<file path="src/rtl/button_debounce.sv">
// Per-channel push-button debouncer: 2-FF synchroniser, 4-state FSM and qualification counter.
// Define DEBOUNCE_HOLD_EN to add the long-press `hold` output and its per-channel hold counter.
module button_debounce #(
    parameter int unsigned WIDTH           = 1,
    parameter int unsigned DEBOUNCE_CYCLES = 500000,
    parameter int unsigned CNT_W           = 20,
    parameter int unsigned HOLD_CYCLES     = 50000000
) (
    input  logic             clk,
    input  logic             r,
    input  logic [WIDTH-1:0] in,
    output logic [WIDTH-1:0] out,
    output logic [WIDTH-1:0] pending
`ifdef DEBOUNCE_HOLD_EN
    ,
    output logic [WIDTH-1:0] hold
`endif
);

    typedef enum logic [1:0] {
        STABLE_LOW,
        PEND_HIGH,
        STABLE_HIGH,
        PEND_LOW
    } state_t;

    localparam logic [CNT_W-1:0] CNT_LAST = CNT_W'(DEBOUNCE_CYCLES - 1);
    localparam logic [CNT_W-1:0] CNT_ONE  = CNT_W'(1);

    // Reject configurations where the counter would wrap or qualification degenerates.
    if (DEBOUNCE_CYCLES < 2 || HOLD_CYCLES < 1 ||
        (CNT_W < 32 && (64'(1) << CNT_W) <= 64'(DEBOUNCE_CYCLES))) begin : g_bad_param
        $error("button_debounce: invalid parameter combination");
    end

`ifdef DEBOUNCE_HOLD_EN
    localparam int unsigned        HCNT_W    = $clog2(HOLD_CYCLES + 1);
    localparam logic [HCNT_W-1:0]  HOLD_LAST = HCNT_W'(HOLD_CYCLES - 1);
    localparam logic [HCNT_W-1:0]  HOLD_MAX  = HCNT_W'(HOLD_CYCLES);
`endif

    for (genvar i = 0; i < WIDTH; i++) begin : g_ch
        logic             r_s1;
        logic             r_s2;
        state_t           r_state;
        state_t           w_state_nxt;
        logic [CNT_W-1:0] r_cnt;
        logic [CNT_W-1:0] w_cnt_nxt;
        logic             r_out;
        logic             w_out_nxt;

        always_ff @(posedge clk) begin
            if (r) begin
                r_s1    <= 1'b0;
                r_s2    <= 1'b0;
                r_state <= STABLE_LOW;
                r_cnt   <= '0;
                r_out   <= 1'b0;
            end else begin
                r_s1    <= in[i];
                r_s2    <= r_s1;
                r_state <= w_state_nxt;
                r_cnt   <= w_cnt_nxt;
                r_out   <= w_out_nxt;
            end
        end

        always_comb begin
            w_state_nxt = r_state;
            w_cnt_nxt   = '0;
            w_out_nxt   = r_out;
            case (r_state)
                STABLE_LOW: begin
                    if (r_s2) begin
                        w_state_nxt = PEND_HIGH;
                        w_cnt_nxt   = CNT_ONE;
                    end
                end
                PEND_HIGH: begin
                    if (!r_s2) begin
                        w_state_nxt = STABLE_LOW;
                    end else if (r_cnt == CNT_LAST) begin
                        w_state_nxt = STABLE_HIGH;
                        w_out_nxt   = 1'b1;
                    end else begin
                        w_cnt_nxt   = r_cnt + CNT_ONE;
                    end
                end
                STABLE_HIGH: begin
                    if (!r_s2) begin
                        w_state_nxt = PEND_LOW;
                        w_cnt_nxt   = CNT_ONE;
                    end
                end
                PEND_LOW: begin
                    if (r_s2) begin
                        w_state_nxt = STABLE_HIGH;
                    end else if (r_cnt == CNT_LAST) begin
                        w_state_nxt = STABLE_LOW;
                        w_out_nxt   = 1'b0;
                    end else begin
                        w_cnt_nxt   = r_cnt + CNT_ONE;
                    end
                end
                default: begin
                    w_state_nxt = STABLE_LOW;
                    w_out_nxt   = 1'b0;
                end
            endcase
        end

        assign out[i]     = r_out;
        assign pending[i] = (r_state == PEND_HIGH) || (r_state == PEND_LOW);

`ifdef DEBOUNCE_HOLD_EN
        logic [HCNT_W-1:0] r_hcnt;
        logic              r_hold;
        logic              w_stay_high;

        // Counting stops the moment release qualification starts, so hold drops with pending rising.
        assign w_stay_high = (r_state == STABLE_HIGH) && r_s2;

        always_ff @(posedge clk) begin
            if (r || !w_stay_high) begin
                r_hcnt <= '0;
                r_hold <= 1'b0;
            end else begin
                if (r_hcnt == HOLD_LAST) begin
                    r_hold <= 1'b1;
                end
                if (r_hcnt != HOLD_MAX) begin
                    r_hcnt <= r_hcnt + HCNT_W'(1);
                end
            end
        end

        assign hold[i] = r_hold;
`endif
    end

endmodule

</file>
<file path="config.mk">
export PLATFORM = sky130hd
export DESIGN_NAME = button_debounce
export DESIGN_NICKNAME = d
export VERILOG_FILES = /design/src/rtl/button_debounce.sv
export SDC_FILE = /design/constraint.sdc
export NUM_CORES = 1
export LEC_CHECK = 0
export CORE_MARGIN = 2
export CORE_UTILIZATION = 45
export DETAILED_ROUTE_END_ITERATION = 10
export SYNTH_ARGS = -nofsm -noshare
export SYNTH_HDL_FRONTEND = slang
export SYNTH_SLANG_ARGS = --single-unit
</file>
<file path="constraint.sdc">
create_clock -name clk -period 2.8 [get_ports clk]
set_input_delay 0.28 -clock clk [delete_from_list [all_inputs] [get_ports clk]]
set_output_delay 0.28 -clock clk [all_outputs]
set_load 0.05 [all_outputs]
</file>
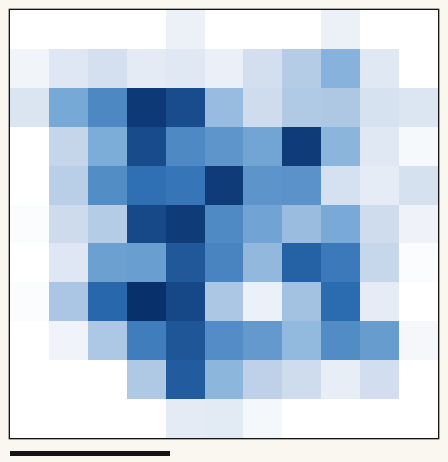
(routed metal per tile)
Bar = 20 µm. 11 x 11 tiles, from white (low) to dark blue (high), scaled to the fullest tile. Values are wire area over tile area, all layers added.
The emptiest ninth of the die: bottom left. 30% of the tiles are over half the peak. The densest ninth of the die: middle. 25% of the tiles are nearly empty.

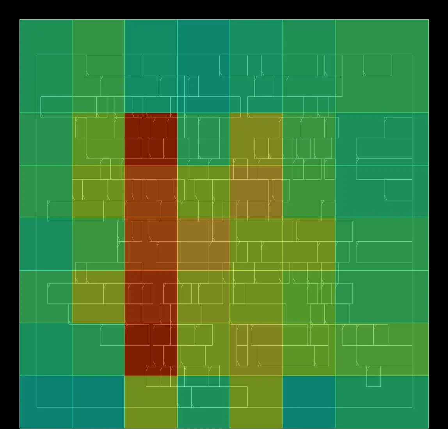
(routing congestion)
GR Util met1: 0.2263
GRT Overall Usage: 0.1588

==> metrics.csv <==
metric,value,unit
crit path max-delay cell type,o21ai_2,
clock skew,0.004668,ns
Biggest consumer,sequential cells,
flop-to-flop setup slack,0.76,ns
FP Core Util,0.4876,
OpenROAD warnings,26,
hold worst-path end,g_ch[0].r_s2,
Logic pwr share,0.035,
#MultiIn Comb,94,
clk_lat worst skew,0.31,ns
"Cell Area, Synth",1110,µm²
post-synth tally of flip-flops with integrated enable,0,
Signal buf overhead,0.03930,
max-cap violations,0,
RSZ-0062 raised after global routing,false,
Critical path origin,g_ch[0].r_cnt[0],
Worst Hold Path Cells,1,
CTS tree,yes,
Synth top area share,0.4510,
Die Span X,53.66,µm
vias in the first global route,739,
worst reg2reg endpoint,g_ch[0].r_cnt[14],
Mux area share,0,
Worst Hold Slack,0.4626,ns
crit-path max cell delay,0.47,ns
Sw Ratio,0.2148,
core box area,2276,µm²
DR top layer,met4,
post-route setup TNS,0,ns
worst min-delay path category,reg -> reg,
"Simple Share, Synth",0.3123,
clock-pin slew on the worst setup and hold paths,0.13,ns
CP bufs+invs,1,
Most used DFF post-synth,dfxtp_1,
most common cell in the netlist,dfxtp_1,
Worst IR Drop VDD,273.0,µV
status,completed,
Post-Syn Instances,127,
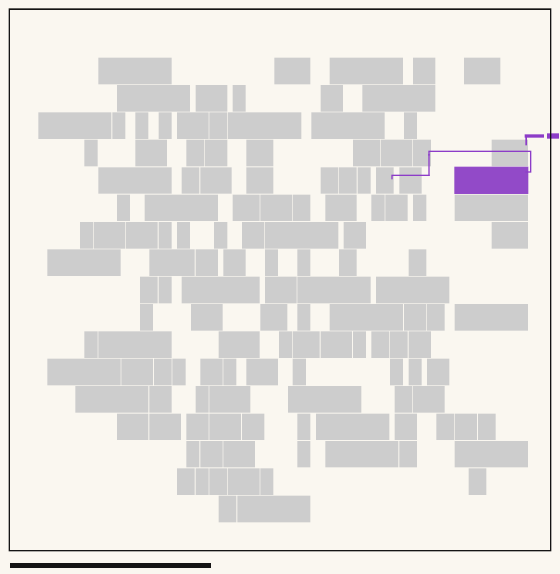
(I/O nets highlighted)
Bar = 20 µm.
Purple stands for out, bits 1, direction output, edge right, end cells 1, buffers 1, wire 21.5 µm.

Power figures rest on the tool's default switching activity, not on a simulated workload.
